`src/rtl/bcd_pkg.sv`:
```
// Shared widths and scanner state type for the BCD digit scanner slice.
package bcd_pkg;
  localparam int BCD_W = 4;
  localparam int DEC_W = 10;

  typedef enum logic [1:0] {
    IDLE,
    SHOW,
    BLANK
  } state_e;
endpackage

```
`src/rtl/bcd_decode_1of10.sv`:
```
// Combinational BCD nibble to one-hot decimal decoder; nibbles above 9 give all-zero plus err.
module bcd_decode_1of10
  import bcd_pkg::*;
(
  input  logic [BCD_W-1:0] nibble_i,
  output logic [DEC_W-1:0] dec_o,
  output logic             err_o
);

  always_comb begin
    dec_o = '0;
    for (int unsigned n = 0; n < DEC_W; n++) begin
      dec_o[n] = (nibble_i == BCD_W'(n));
    end
    err_o = (nibble_i > BCD_W'(9));
  end

endmodule

```
`src/rtl/bcd_digit_scanner.sv`:
```
// Time-multiplexed scanner: latches a packed BCD word, then shows each digit for DWELL
// cycles through one shared decoder, with one blank cycle between digits.
module bcd_digit_scanner
  import bcd_pkg::*;
#(
  parameter int DIGITS = 4,
  parameter int DWELL  = 1000
) (
  input  logic                    clk,
  input  logic                    rst,
  input  logic                    in_valid,
  output logic                    in_ready,
  input  logic [BCD_W*DIGITS-1:0] in_bcd,
  input  logic                    stop,
  output logic [DIGITS-1:0]       dig_sel,
  output logic [DEC_W-1:0]        dec_out,
  output logic                    bcd_err,
  output logic                    frame_done
);

  localparam int CW = (DWELL > 1) ? $clog2(DWELL) : 1;
  localparam int IW = (DIGITS > 1) ? $clog2(DIGITS) : 1;
  localparam logic [CW-1:0] CNT_LAST = CW'(DWELL - 1);
  localparam logic [IW-1:0] IDX_LAST = IW'(DIGITS - 1);

  state_e                    state_q, state_d;
  logic [CW-1:0]             cnt_q, cnt_d;
  logic [IW-1:0]             idx_q, idx_d;
  logic [BCD_W*DIGITS-1:0]   word_q, word_d;
  logic [DIGITS-1:0]         dig_sel_q, dig_sel_d;
  logic [DEC_W-1:0]          dec_q, dec_d;
  logic                      err_q, err_d;
  logic                      fd_q, fd_d;
  logic                      accept;
  logic [BCD_W-1:0]          nibble;
  logic [DEC_W-1:0]          dec_raw;
  logic                      err_raw;

  assign in_ready = (state_q == IDLE) || ((state_q == BLANK) && (idx_q == IDX_LAST));
  assign accept   = in_valid && in_ready;

  always_comb begin
    state_d = state_q;
    cnt_d   = cnt_q;
    idx_d   = idx_q;
    word_d  = accept ? in_bcd : word_q;
    case (state_q)
      IDLE: begin
        if (accept) begin
          state_d = SHOW;
          idx_d   = '0;
          cnt_d   = '0;
        end
      end
      SHOW: begin
        if (cnt_q == CNT_LAST) begin
          state_d = BLANK;
          cnt_d   = '0;
        end else begin
          cnt_d = cnt_q + CW'(1);
        end
      end
      BLANK: begin
        if (idx_q != IDX_LAST) begin
          idx_d   = idx_q + IW'(1);
          state_d = SHOW;
        end else begin
          idx_d   = '0;
          state_d = stop ? IDLE : SHOW;
        end
      end
      default: state_d = IDLE;
    endcase
  end

  // Outputs are registered, so decode from next-state values to show a digit the cycle after it is chosen.
  assign nibble = word_d[idx_d*BCD_W +: BCD_W];

  bcd_decode_1of10 u_dec (
    .nibble_i (nibble),
    .dec_o    (dec_raw),
    .err_o    (err_raw)
  );

  always_comb begin
    dig_sel_d = '0;
    dec_d     = '0;
    err_d     = 1'b0;
    fd_d      = (state_d == BLANK) && (idx_d == IDX_LAST);
    if (state_d == SHOW) begin
      dig_sel_d = DIGITS'(1) << idx_d;
      dec_d     = dec_raw;
      err_d     = err_raw;
    end
  end

  always_ff @(posedge clk) begin
    if (rst) begin
      state_q   <= IDLE;
      cnt_q     <= '0;
      idx_q     <= '0;
      word_q    <= '0;
      dig_sel_q <= '0;
      dec_q     <= '0;
      err_q     <= 1'b0;
      fd_q      <= 1'b0;
    end else begin
      state_q   <= state_d;
      cnt_q     <= cnt_d;
      idx_q     <= idx_d;
      word_q    <= word_d;
      dig_sel_q <= dig_sel_d;
      dec_q     <= dec_d;
      err_q     <= err_d;
      fd_q      <= fd_d;
    end
  end

  assign dig_sel    = dig_sel_q;
  assign dec_out    = dec_q;
  assign bcd_err    = err_q;
  assign frame_done = fd_q;

endmodule
```
`config.mk`:
```
export PLATFORM = sky130hd
export DESIGN_NAME = bcd_digit_scanner
export DESIGN_NICKNAME = d
export VERILOG_FILES = /design/src/rtl/bcd_pkg.sv /design/src/rtl/bcd_decode_1of10.sv /design/src/rtl/bcd_digit_scanner.sv
export SDC_FILE = /design/constraint.sdc
export NUM_CORES = 1
export LEC_CHECK = 0
export CAP_MARGIN = 30
export CORE_ASPECT_RATIO = 1.4
export CORE_MARGIN = 2
export CORE_UTILIZATION = 45
export CTS_CLUSTER_DIAMETER = 30
export DETAILED_ROUTE_END_ITERATION = 7
export PLACE_DENSITY = 0.8
export SYNTH_ARGS = -nofsm -noshare
export SYNTH_HDL_FRONTEND = slang
export SYNTH_HIERARCHICAL = 1
export SYNTH_SLANG_ARGS = --single-unit
```
`constraint.sdc`:
```
create_clock -name clk -period 2.55 [get_ports clk]
set_input_delay 0.255 -clock clk [delete_from_list [all_inputs] [get_ports clk]]
set_output_delay 0.255 -clock clk [all_outputs]
set_load 0.03 [all_outputs]
```
Clock wires, drivers and flops:
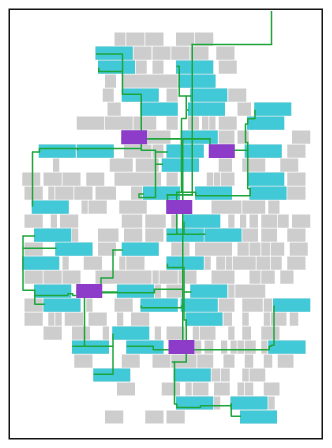
[green] clock wires | length: 498 um
[cyan] flip-flops | count: 46
[purple] clock-net drivers | count: 5
routed clock nets: 6

Port wiring:
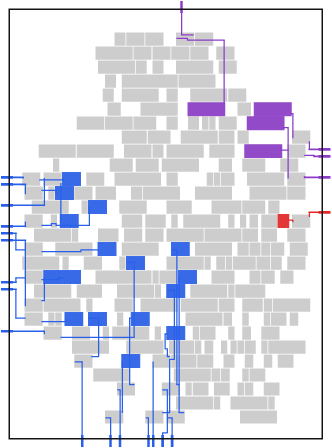
[purple] dig_sel | bits: 4 | direction: output | edge: 3 east, 1 north | end cells: 4 | buffers: 4 | wire: 57.0 um
[blue] in_bcd | bits: 16 | direction: input | edge: 9 west, 7 south | end cells: 16 | buffers: 16 | wire: 333 um
[red] in_ready | bits: 1 | direction: output | edge: east | end cells: 1 | buffers: 1 | wire: 4.20 um

[per-stage QoR]
step / std cells / total power, mW / hold WS (ns) / instance area, um2
after floorplan: 191 / 0.908 / 0.324 / 2020
after global placement: 282 / 0.966 / 0.470 / 2420
after detailed placement: 282 / 0.970 / 0.485 / 2420
after CTS: 290 / 1.62 / 0.504 / 2560
after global routing: 290 / 1.67 / 0.514 / 2560
final: 290 / 1.61 / 0.497 / 2560
[cells by family after synthesis]
logic type,after synthesis
multiplexers,28
flip-flops,46
AND-OR/OR-AND,14
adder cells (fa/ha/maj),2
XOR/XNOR,7
AND/OR/NAND/NOR,83
buffers and inverters,11
[power breakdown]
part	switching, mW	total [mW]	internal, mW
registers	0.00950	0.752	0.743
clock network	0.235	0.652	0.418
logic	0.101	0.201	0.0994
[per-layer routing]
metal,part of all wire [%],global-route usage (%),vias to the layer above
li1,-,-,728
met1,43,18.5,667
met2,51,26.3,28
met3,3.2,3.74,6
met4,1.9,6.52,0
met5,0,0,-
[flip-flops by register name, indices dropped and copies added, names as in the netlist]
name        count
frame_done      1
state_q         2
bcd_err         1
idx_q           2
dec_out        10
dig_sel         4
cnt_q          10
word_q         16
[path summary, 6_finish.rpt]
| kind | startpoint | endpoint | slack (ns) | cells after the start |
|---|---|---|---|---|
| max reg2reg | idx_q[0] | dec_out[8] | 0.29 | 9 |
| max | idx_q[0] | dec_out[8] | 0.29 | 9 |
| min | word_q[15] | word_q[15] | 0.50 | 2 |
| min reg2reg | word_q[15] | word_q[15] | 0.50 | 2 |
[critical path: cells and delay by family, from the launching register on]
kind	cells	cell delay, ns
adder cells (fa/ha/maj)	1	0.20
multiplexers	3	0.75
AND/OR/NAND/NOR	4	0.74
flip-flops	1	0.34
buffers and inverters	1	0.16
==> GITHUB_STEP_SUMMARY <==
### Metrics collected by this job

| Metric | Value |
|---|---|
| Largest logic family | `simple AND/OR/NAND/NOR gates` |
| Cell chain of the critical path | `ha_1 -> nand2b_1 -> nand2_2 -> buf_12 -> mux2i_1 -> mux2i_1 -> mux2_2 -> nor4b_2 -> and2_1` |
| Setup ws final | `0.286 ns` |
| Sequential fraction of total cell area | `a little over a third` |
| WP data arrival | `approximately 2.5 ns` |
| N_taps | `~60` |
| Max-slew violations | `0` |
| DRC Markers | `0` |
| Vert. Die Dim | `roughly 83 um` |
| Worst slew pin tran | `~0.54 ns` |
| Ao+oa area frac | `5.83%` |
| Core area | `between 4000 and 5000 um2` |
| Basic Gates by Area | `around a quarter` |
| Top Layout Cells | `46 x dfxtp_1, 36 x clkdlybuf4s50_1, 33 x nor2_1` |
| Synth area leaders | `dfxtp_1 46%, mux2i_1 12%, nor2_1 6.1%` |
| CTS tree | `yes` |
| Clk_lat worst skew | `around 0.3 ns` |
| Synthesized area per cell | `10.6 um2` |
| Filler cells | `~370` |
| FP Core Util | `47.2%` |
| Pwr/cell area | `approximately 630 nW/um2` |
| Hold Buf Count CTS | `0` |
| CTS Root Cell | `clkbuf_8` |
| Yosys xor share | `a little over 3%` |
| Worst path slowest cell | `mux2_2` |
| Non-clock buffer total of the final layout | `40` |
| Post-synth regs | `between 40 and 50` |
| Comb/total area | `39.6%` |
| Status | `finished clean` |
| Leading cell kind | `logic gates` |
| Setup_tns | `0 ns` |
| Utilization after layout | `around 60%` |
| Chip area | `roughly 5000 um2` |
| CP max stage delay | `a little under 0.4 ns` |
| Inserted Clock Buffers | `5` |
| Critical Path RT | `approximately 2.8 ns` |
| Via/cell ratio | `~4.9` |
| Yosys chip area | `slightly above 2000 um2` |
| Post-synth mux share | `around 14%` |
| Cell Type Count | `slightly above 40` |
| Final Skew | `0.00438 ns` |
| Placer Congestion | `roughly 0.83` |
| Number of global-route vias before repair | `~1300` |
| Post-place setup slack | `between 0.1 and 0.15 ns` |
| Dominant register cell | `dfxtp_1` |
| Via count | `around 1400` |
| Post-synth seq share | `a little under half` |
| Sequential cells | `between 40 and 50` |
| Async S/R FF share, synth | `0%` |
| Drt pass-1 iters | `4` |
| Stage-log warning count | `26` |
| Largest net degree at the start of global routing | `17` |
| Top cell excl fill/tap | `dfxtp_1` |
| MI comb cells | `roughly 130` |
| Mapped Cells | `about 190` |
| Area leader share | `a little under half` |
| GRT Total Usage | `15.7%` |
| Postcts setup bufs | `0` |
| Clock buffer depth | `2` |
| Adder-Cell Fraction of Synth Area | `under 10%` |
| Avg WL per Cell | `about 12 um` |
| # rows | `28` |
| Maximum vdd drop | `about 440 uV` |
| Final tally of hold violations | `0` |
| Synth top cell by count | `dfxtp_1` |
| Mapped Nets | `~210` |
| Non-clock inverter count | `2` |
| Final wirelength | `about 3600 um` |
| Port bufs | `36` |
| Num ports | `37` |
| Crit end category | `register` |
| Initial antenna violation count | `0` |
| Max-cap check violation count | `0` |
| Area grow syn2layout | `27.2%` |
| Clock buf count | `6` |
| HP Class | `reg2reg` |
| Crit-path most repeated cell | `mux2i_1` |
| Critical path class | `reg2reg` |
| Final setup violation count | `0` |
| # Cells Yosys | `191` |
| Final net count | `approximately 250` |
| Layout cell share with drive strength beyond 1 | `between 10% and 20%` |
| Synth Cell Area | `roughly 2000 um2` |
| Pleak | `1.07 nW` |
| Clock-cell share | `roughly 5.6%` |
| Seq. cell area | `about 920 um2` |
| Max Fclk | `0.442 GHz` |
| CP Launch Type | `register` |
| Clock H-tree levels | `2` |
| Post-CTS resize count | `0` |
| Clock sink total | `46` |
| 1st-iter DRT viols | `52` |
| Yosys warns | `6` |
| Yosys top cell by area | `dfxtp_1` |
| Fraction of area in non-clock buffers | `between 10% and 20%` |
| Relative slew slack | `a little under two thirds` |
| Total gr overflow | `0` |
| Final Cycle Share | `around nine tenths` |
| Top cells by count | `46 x dfxtp_1, 33 x nor2_1, 24 x mux2i_1` |
| Antenna cells | `0` |
| Clk slew on worst S/H paths | `roughly 0.080 ns` |
| CP max FO | `16` |
| Post-route antenna net violation count | `0` |
| Fin crit period | `roughly 2.3 ns` |
| Logic area | `between 1000 and 1500 um2` |
| Post-synth EDFFs | `0` |
| Die width | `60.6 um` |
| First-pass GRT wire length | `around 6000 um` |
| Hpwl dp | `2630 um` |
| RSZ-0062 raised after global routing | `false` |
No activity file was given, so power comes from the tool's default toggle rates.
